File: src/rtl/decode_stage_pkg.sv
// decode_stage_pkg
//   Shared opcode/funct encodings, ALU and branch codes, and the decoded
//   control-flag bundle used by decode_logic and decode_stage.
package decode_stage_pkg;

    localparam int LOAD_LATENCY_MAX = 4;

    localparam int OP_WIDTH       = 6;
    localparam int FUNCT_WIDTH    = 6;
    localparam int SHAMT_WIDTH    = 5;
    localparam int ALU_CODE_WIDTH = 3;
    localparam int BR_CODE_WIDTH  = 2;

    localparam logic [OP_WIDTH-1:0] OP_ALU  = 6'h00;
    localparam logic [OP_WIDTH-1:0] OP_BEQ  = 6'h04;
    localparam logic [OP_WIDTH-1:0] OP_BNE  = 6'h05;
    localparam logic [OP_WIDTH-1:0] OP_ADDI = 6'h08;
    localparam logic [OP_WIDTH-1:0] OP_ANDI = 6'h0C;
    localparam logic [OP_WIDTH-1:0] OP_ORI  = 6'h0D;
    localparam logic [OP_WIDTH-1:0] OP_LD   = 6'h23;
    localparam logic [OP_WIDTH-1:0] OP_ST   = 6'h2B;

    localparam logic [FUNCT_WIDTH-1:0] FUNCT_SLL = 6'h00;
    localparam logic [FUNCT_WIDTH-1:0] FUNCT_SRL = 6'h02;
    localparam logic [FUNCT_WIDTH-1:0] FUNCT_ADD = 6'h20;
    localparam logic [FUNCT_WIDTH-1:0] FUNCT_SUB = 6'h22;
    localparam logic [FUNCT_WIDTH-1:0] FUNCT_AND = 6'h24;
    localparam logic [FUNCT_WIDTH-1:0] FUNCT_OR  = 6'h25;
    localparam logic [FUNCT_WIDTH-1:0] FUNCT_SLT = 6'h2A;

    // ADD and UNTAKEN are encoded as zero so a cleared register decodes
    // as a harmless add with no branch.
    typedef enum logic [ALU_CODE_WIDTH-1:0] {
        ALU_ADD = 3'd0,
        ALU_SUB = 3'd1,
        ALU_AND = 3'd2,
        ALU_OR  = 3'd3,
        ALU_SLT = 3'd4,
        ALU_SLL = 3'd5,
        ALU_SRL = 3'd6
    } alu_code_e;

    typedef enum logic [BR_CODE_WIDTH-1:0] {
        BR_UNTAKEN = 2'd0,
        BR_EQ      = 2'd1,
        BR_NE      = 2'd2
    } br_code_e;

    typedef struct packed {
        alu_code_e alu_code;
        br_code_e  br_code;
        logic      pc_wr_en;
        logic      is_load;
        logic      is_store;
        logic      is_src_a_rt;
        logic      rf_wr_en;
        logic      is_alu_in_const;
    } decode_ctrl_t;

    function automatic logic is_shift(input alu_code_e code);
        return (code == ALU_SLL) || (code == ALU_SRL);
    endfunction

endpackage

File: src/rtl/decode_logic.sv
// decode_logic
//   Purely combinational instruction decoder.
//   insn              : instruction word
//   op/rs/rt/shamt/funct : raw fields
//   dst               : destination register (rt for LD/ADDI/ANDI/ORI, else rd)
//   constant          : sign-extended 16-bit immediate
//   ctrl              : ALU/branch codes and control flags
//   rs_used/rt_used   : which source registers the instruction reads
module decode_logic
    import decode_stage_pkg::*;
#(
    parameter int INSN_WIDTH    = 32,
    parameter int DATA_WIDTH    = 32,
    parameter int REG_NUM_WIDTH = 5
) (
    input  logic [INSN_WIDTH-1:0]    insn,
    output logic [OP_WIDTH-1:0]      op,
    output logic [REG_NUM_WIDTH-1:0] rs,
    output logic [REG_NUM_WIDTH-1:0] rt,
    output logic [SHAMT_WIDTH-1:0]   shamt,
    output logic [FUNCT_WIDTH-1:0]   funct,
    output logic [REG_NUM_WIDTH-1:0] dst,
    output logic [DATA_WIDTH-1:0]    constant,
    output decode_ctrl_t             ctrl,
    output logic                     rs_used,
    output logic                     rt_used
);

    logic [REG_NUM_WIDTH-1:0] rd;

    assign op       = insn[31:26];
    assign rs       = REG_NUM_WIDTH'(insn[25:21]);
    assign rt       = REG_NUM_WIDTH'(insn[20:16]);
    assign rd       = REG_NUM_WIDTH'(insn[15:11]);
    assign shamt    = insn[10:6];
    assign funct    = insn[5:0];
    assign constant = DATA_WIDTH'($signed(insn[15:0]));

    always_comb begin
        // NOTE: every output gets a default first, so no path leaves one unassigned and no latch is inferred.
        ctrl          = '0;
        ctrl.alu_code = ALU_ADD;
        ctrl.br_code  = BR_UNTAKEN;
        dst           = rd;
        rt_used       = 1'b0;
        case (op)
            OP_ALU: begin
                ctrl.rf_wr_en = 1'b1;
                rt_used       = 1'b1;
                case (funct)
                    FUNCT_SRL: ctrl.alu_code = ALU_SRL;
                    FUNCT_ADD: ctrl.alu_code = ALU_ADD;
                    FUNCT_SUB: ctrl.alu_code = ALU_SUB;
                    FUNCT_AND: ctrl.alu_code = ALU_AND;
                    FUNCT_OR:  ctrl.alu_code = ALU_OR;
                    FUNCT_SLT: ctrl.alu_code = ALU_SLT;
                    default:   ctrl.alu_code = ALU_SLL; // unknown funct behaves as SLL
                endcase
                // Shifts take rt as operand A and shamt as the constant operand.
                if (is_shift(ctrl.alu_code)) begin
                    ctrl.is_src_a_rt     = 1'b1;
                    ctrl.is_alu_in_const = 1'b1;
                end
            end
            OP_LD: begin
                dst                  = rt;
                ctrl.is_load         = 1'b1;
                ctrl.rf_wr_en        = 1'b1;
                ctrl.is_alu_in_const = 1'b1;
            end
            OP_ST: begin
                ctrl.is_store        = 1'b1;
                ctrl.is_alu_in_const = 1'b1;
                rt_used              = 1'b1;
            end
            OP_ADDI, OP_ANDI, OP_ORI: begin
                dst                  = rt;
                ctrl.rf_wr_en        = 1'b1;
                ctrl.is_alu_in_const = 1'b1;
                if (op == OP_ANDI) ctrl.alu_code = ALU_AND;
                if (op == OP_ORI)  ctrl.alu_code = ALU_OR;
            end
            OP_BEQ, OP_BNE: begin
                ctrl.br_code  = (op == OP_BEQ) ? BR_EQ : BR_NE;
                ctrl.pc_wr_en = 1'b1;
                rt_used       = 1'b1;
            end
            default: ;
        endcase
        rs_used = !ctrl.is_src_a_rt;
    end

endmodule

File: src/rtl/decode_stage.sv
// decode_stage
//   Registered decode stage (ID/EX register) with valid/ready handshake,
//   load-use interlock, branch flush and a saturating stall counter.
//   clk, rst         : clock, asynchronous active-low reset
//   in_valid/in_insn : instruction offered by fetch; in_ready = accepted
//   flush            : taken branch in EX; kills stage and pending loads
//   ex_ready         : execute stage accepts the output register
//   out_*            : registered decoded instruction, out_valid = live
//   stall_count      : number of hazard bubbles inserted (saturating)
module decode_stage
    import decode_stage_pkg::*;
#(
    parameter int INSN_WIDTH    = 32,
    parameter int DATA_WIDTH    = 32,
    parameter int REG_NUM_WIDTH = 5,
    parameter int LOAD_LATENCY  = 1,   // 1..LOAD_LATENCY_MAX
    parameter int CNT_WIDTH     = 16
) (
    input  logic                      clk,
    input  logic                      rst,
    input  logic                      in_valid,
    input  logic [INSN_WIDTH-1:0]     in_insn,
    output logic                      in_ready,
    input  logic                      flush,
    input  logic                      ex_ready,
    output logic                      out_valid,
    output logic [OP_WIDTH-1:0]       out_op,
    output logic [REG_NUM_WIDTH-1:0]  out_rs,
    output logic [REG_NUM_WIDTH-1:0]  out_rt,
    output logic [SHAMT_WIDTH-1:0]    out_shamt,
    output logic [FUNCT_WIDTH-1:0]    out_funct,
    output logic [REG_NUM_WIDTH-1:0]  out_dst,
    output logic [DATA_WIDTH-1:0]     out_constant,
    output logic [ALU_CODE_WIDTH-1:0] out_alu_code,
    output logic [BR_CODE_WIDTH-1:0]  out_br_code,
    output logic                      out_pc_wr_en,
    output logic                      out_is_load,
    output logic                      out_is_store,
    output logic                      out_is_src_a_rt,
    output logic                      out_rf_wr_en,
    output logic                      out_is_alu_in_const,
    output logic [CNT_WIDTH-1:0]      stall_count
);

    typedef struct packed {
        logic                     vld;
        logic [REG_NUM_WIDTH-1:0] rn;
    } trk_entry_t;

    logic [OP_WIDTH-1:0]      dec_op;
    logic [REG_NUM_WIDTH-1:0] dec_rs, dec_rt, dec_dst;
    logic [SHAMT_WIDTH-1:0]   dec_shamt;
    logic [FUNCT_WIDTH-1:0]   dec_funct;
    logic [DATA_WIDTH-1:0]    dec_constant;
    decode_ctrl_t             dec_ctrl;
    logic                     dec_rs_used, dec_rt_used;

    logic                     out_valid_q, out_valid_d;
    logic [OP_WIDTH-1:0]      op_q, op_d;
    logic [REG_NUM_WIDTH-1:0] rs_q, rs_d, rt_q, rt_d, dst_q, dst_d;
    logic [SHAMT_WIDTH-1:0]   shamt_q, shamt_d;
    logic [FUNCT_WIDTH-1:0]   funct_q, funct_d;
    logic [DATA_WIDTH-1:0]    constant_q, constant_d;
    decode_ctrl_t             ctrl_q, ctrl_d;
    trk_entry_t               trk_q [LOAD_LATENCY];
    trk_entry_t               trk_d [LOAD_LATENCY];
    logic [CNT_WIDTH-1:0]     stall_q, stall_d;

    logic adv, hazard_src, hazard;

    decode_logic #(
        .INSN_WIDTH    (INSN_WIDTH),
        .DATA_WIDTH    (DATA_WIDTH),
        .REG_NUM_WIDTH (REG_NUM_WIDTH)
    ) u_decode_logic (
        .insn     (in_insn),
        .op       (dec_op),
        .rs       (dec_rs),
        .rt       (dec_rt),
        .shamt    (dec_shamt),
        .funct    (dec_funct),
        .dst      (dec_dst),
        .constant (dec_constant),
        .ctrl     (dec_ctrl),
        .rs_used  (dec_rs_used),
        .rt_used  (dec_rt_used)
    );

    function automatic logic reads_reg(input logic [REG_NUM_WIDTH-1:0] r);
        return (dec_rs_used && dec_rs == r) || (dec_rt_used && dec_rt == r);
    endfunction

    assign adv = !out_valid_q || ex_ready;

    // A load in the output register is always in the comparison set; the
    // tracker only adds the older loads still within LOAD_LATENCY advances.
    // Register 0 never enters the set, so it can never cause a hazard.
    always_comb begin
        hazard_src = 1'b0;
        if (out_valid_q && ctrl_q.is_load && dst_q != '0 && reads_reg(dst_q))
            hazard_src = 1'b1;
        for (int i = 0; i < LOAD_LATENCY - 1; i++)
            if (trk_q[i].vld && reads_reg(trk_q[i].rn))
                hazard_src = 1'b1;
    end

    assign hazard   = in_valid && hazard_src;
    assign in_ready = adv && !hazard && !flush;

    always_comb begin
        out_valid_d = out_valid_q;
        op_d        = op_q;
        rs_d        = rs_q;
        rt_d        = rt_q;
        shamt_d     = shamt_q;
        funct_d     = funct_q;
        dst_d       = dst_q;
        constant_d  = constant_q;
        ctrl_d      = ctrl_q;
        trk_d       = trk_q;
        stall_d     = stall_q;
        // Flush kills the stage even under back-pressure.
        if (flush) begin
            out_valid_d = 1'b0;
            trk_d       = '{default: '0};
        end else if (adv) begin
            for (int i = LOAD_LATENCY - 1; i > 0; i--)
                trk_d[i] = trk_q[i - 1];
            trk_d[0].vld = out_valid_q && ctrl_q.is_load && (dst_q != '0);
            trk_d[0].rn  = dst_q;
            out_valid_d  = in_valid && !hazard;
            if (in_valid && !hazard) begin
                op_d       = dec_op;
                rs_d       = dec_rs;
                rt_d       = dec_rt;
                shamt_d    = dec_shamt;
                funct_d    = dec_funct;
                dst_d      = dec_dst;
                constant_d = dec_constant;
                ctrl_d     = dec_ctrl;
            end
            if (hazard && stall_q != '1)
                stall_d = stall_q + 1'b1;
        end
    end

    always_ff @(posedge clk or negedge rst) begin
        if (!rst) begin
            out_valid_q <= 1'b0;
            op_q        <= '0;
            rs_q        <= '0;
            rt_q        <= '0;
            shamt_q     <= '0;
            funct_q     <= '0;
            dst_q       <= '0;
            constant_q  <= '0;
            ctrl_q      <= '0;
            // NOTE: the tracker is reset like any other state; a stale entry would stall the first instructions after reset.
            trk_q       <= '{default: '0};
            stall_q     <= '0;
        end else begin
            // NOTE: non-blocking assignments so every flop samples its _d from the same pre-edge state.
            out_valid_q <= out_valid_d;
            op_q        <= op_d;
            rs_q        <= rs_d;
            rt_q        <= rt_d;
            shamt_q     <= shamt_d;
            funct_q     <= funct_d;
            dst_q       <= dst_d;
            constant_q  <= constant_d;
            ctrl_q      <= ctrl_d;
            trk_q       <= trk_d;
            stall_q     <= stall_d;
        end
    end

    assign out_valid           = out_valid_q;
    assign out_op              = op_q;
    assign out_rs              = rs_q;
    assign out_rt              = rt_q;
    assign out_shamt           = shamt_q;
    assign out_funct           = funct_q;
    assign out_dst             = dst_q;
    assign out_constant        = constant_q;
    assign out_alu_code        = ctrl_q.alu_code;
    assign out_br_code         = ctrl_q.br_code;
    assign out_pc_wr_en        = ctrl_q.pc_wr_en;
    assign out_is_load         = ctrl_q.is_load;
    assign out_is_store        = ctrl_q.is_store;
    assign out_is_src_a_rt     = ctrl_q.is_src_a_rt;
    assign out_rf_wr_en        = ctrl_q.rf_wr_en;
    assign out_is_alu_in_const = ctrl_q.is_alu_in_const;
    assign stall_count         = stall_q;

endmodule
File: config.mk
export PLATFORM = sky130hd
export DESIGN_NAME = decode_stage
export DESIGN_NICKNAME = d
export VERILOG_FILES = /design/src/rtl/decode_stage_pkg.sv /design/src/rtl/decode_logic.sv /design/src/rtl/decode_stage.sv
export SDC_FILE = /design/constraint.sdc
export NUM_CORES = 1
export LEC_CHECK = 0
export CAP_MARGIN = 20
export CORE_MARGIN = 2
export CORE_UTILIZATION = 47
export DETAILED_ROUTE_END_ITERATION = 6
export MAX_ROUTING_LAYER = met4
export PLACE_DENSITY = 0.83
export SYNTH_ARGS = -nofsm -noshare
export SYNTH_HDL_FRONTEND = slang
export SYNTH_SLANG_ARGS = --single-unit
File: constraint.sdc
create_clock -name clk -period 5.16 [get_ports clk]
set_clock_uncertainty 0.2 [all_clocks]
set_input_delay 0.516 -clock clk [delete_from_list [all_inputs] [get_ports clk]]
set_output_delay 0.516 -clock clk [all_outputs]
set_load 0.01 [all_outputs]
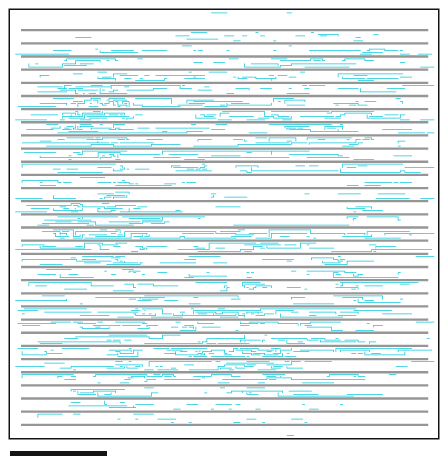
Fig. 1. Signal wires on met1.
Scale bar: 20 um. Supply wires on this layer in gray.
357 nets have wire on it. The layer holds 45% of the routed length. The wires run mostly horizontal.
total wirelength of the detailed-routed design: 7720 um
met1 demand-to-capacity share in global routing: 0.271

==> results.py <==
# Generated from Yosys and OpenROAD reports
metrics = {
    "critical_path": {
        "critical_path_peak_fanout": 17,
        "critPathCaptureType": "output pin",
        "path_depth": 7,
        "cpMostUsedCell": "clkdlybuf4s50_1",
        "crit_path_start_kind": "input port",
        "worstPathCellList": "clkdlybuf4s50_1, or4b_1, a211oi_2, o41ai_1, a21oi_2, o21a_1, clkdlybuf4s50_1",
        "setup.reg_to_reg.worst_slack_ns": 2.25,
        "max_stage_delay_cell_worst_path": "a21oi_2",
        "cp-endpoint": "in_ready",
    },
    "place": {
        "buffer_ports.inserted": 129,
        "dp_hpwl_um": 5600,
        "dp.cells": 476,
    },
    "final_timing": {
        "fmax_ghz": 0.245,
        "tightest_slew_ns": 0.879,
        "finalHoldViolations": 0,
        "layout_min_cycle_time_ns": 4.08,
        "finalCritPeriodShare": 0.790,
        "post-route-worst-setup-slack_ns": 1.08,
    },
    "power_and_ir_drop": {
        "p_sw_frac": 0.263,
        "post-layout-total-power_uw": 1430,
        "power_frac_clock": 0.303,
        "power_per_cell_area_nw_per_um2": 303,
        "p_leak_uw": 0.00205,
        "power_frac_seq": 0.426,
        "p_sw_uw": 375,
        "maxPowerGroup": "sequential cells",
        "pg_clk_uw": 432,
        "p_comb_frac": 0.272,
    },
    "final_layout": {
        "finalNonFillerCells": 491,
        "largest_register_ffs": 16,
        "total_area_of_sequential_cells_um2": 1630,
        "layout-drive-gt1-share": 0.149,
        "combinational_gate_count": 179,
        "finalInstanceArea_um2": 4710,
        "area.share.combinational": 0.304,
        "fillers": 510,
        "top_layout_cells": "clkdlybuf4s50_1 (128), dfrtp_1 (65), nand2_1 (28), mux2_4 (28)",
        "clockNetworkAreaShare": 0.0414,
        "antenna_cells": 0,
        "seqAreaFraction": 0.345,
        "inv_count": 4,
        "layout_clock_buffer_count": 12,
        "bufAreaShareNonClock": 0.280,
        "utilization": 0.686,
        "nNonClkBuffers": 132,
    },
    "clock_network": {
        "clk_root_buffer_cell": "clkbuf_8",
        "postCtsSetupBuffers": 0,
        "holdBufCountCts": 0,
        "tritoncts_num_sinks": 65,
        "clock_tree_from_tritoncts": "yes",
        "cts_buffers": 9,
        "cts_max_path_buffers": 2,
    },
    "run": {
        "openroad.warnings": 26,
        "drv_cap": 0,
    },
    "synthesis": {
        "synth.cellmix.compoundShare": 0.0652,
        "floorplan.nets": 323,
        "yosys.cell_count.top_type": "dfrtp_1",
        "area_reported_by_yosys_stat_um2": 3360,
        "yosys_warnings": 0,
        "netlist.area_leader.share": 0.485,
        "yosys_cell_count": 285,
        "ys_top_logic_family": "multiplexers",
        "synth-seq-cells": 65,
        "post_synth_fa_ha_maj_area_fraction": 0.00373,
        "postSynth.asyncResetShare": 1.00,
        "syn_avg_cell_area_um2": 11.8,
        "synth.largest_area_cell": "dfrtp_1",
        "enable_flop_cells": 0,
    },
    "route": {
        "route.met2.wl_um": 3670,
        "drt_wl_cell_um": 15.7,
        "highest-signal-layer": "met4",
        "routed-wl-met3_um": 476,
        "route.detailed.vias_per_inst": 5.13,
        "detail_route.first_pass.iterations": 4,
        "drc_errors": 0,
    },
    "outcome": {
        "outcome": "finished, final reports clean",
    },
    "global_route": {
        "met3_demand_to_capacity_share_in_global_routing": 0.0392,
        "global_route_congestion_overflow_total": 0,
        "largest_net_degree_at_the_start_of_global_routing": 66,
    },
    "floorplan": {
        "placementRows": 30,
        "core_region_area_um2": 6870,
        "num_io_pins": 130,
        "taps": 96,
        "die_h_um": 88.5,
    },
}
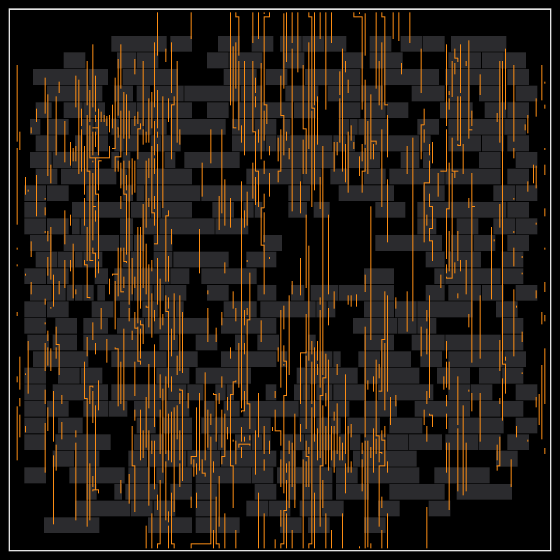
Fig. 2. Met2 routing.
The longest straight run is 49.6 um. The layer holds 48% of the routed length.
Vias: 2518
global-route track usage on met2: 0.322

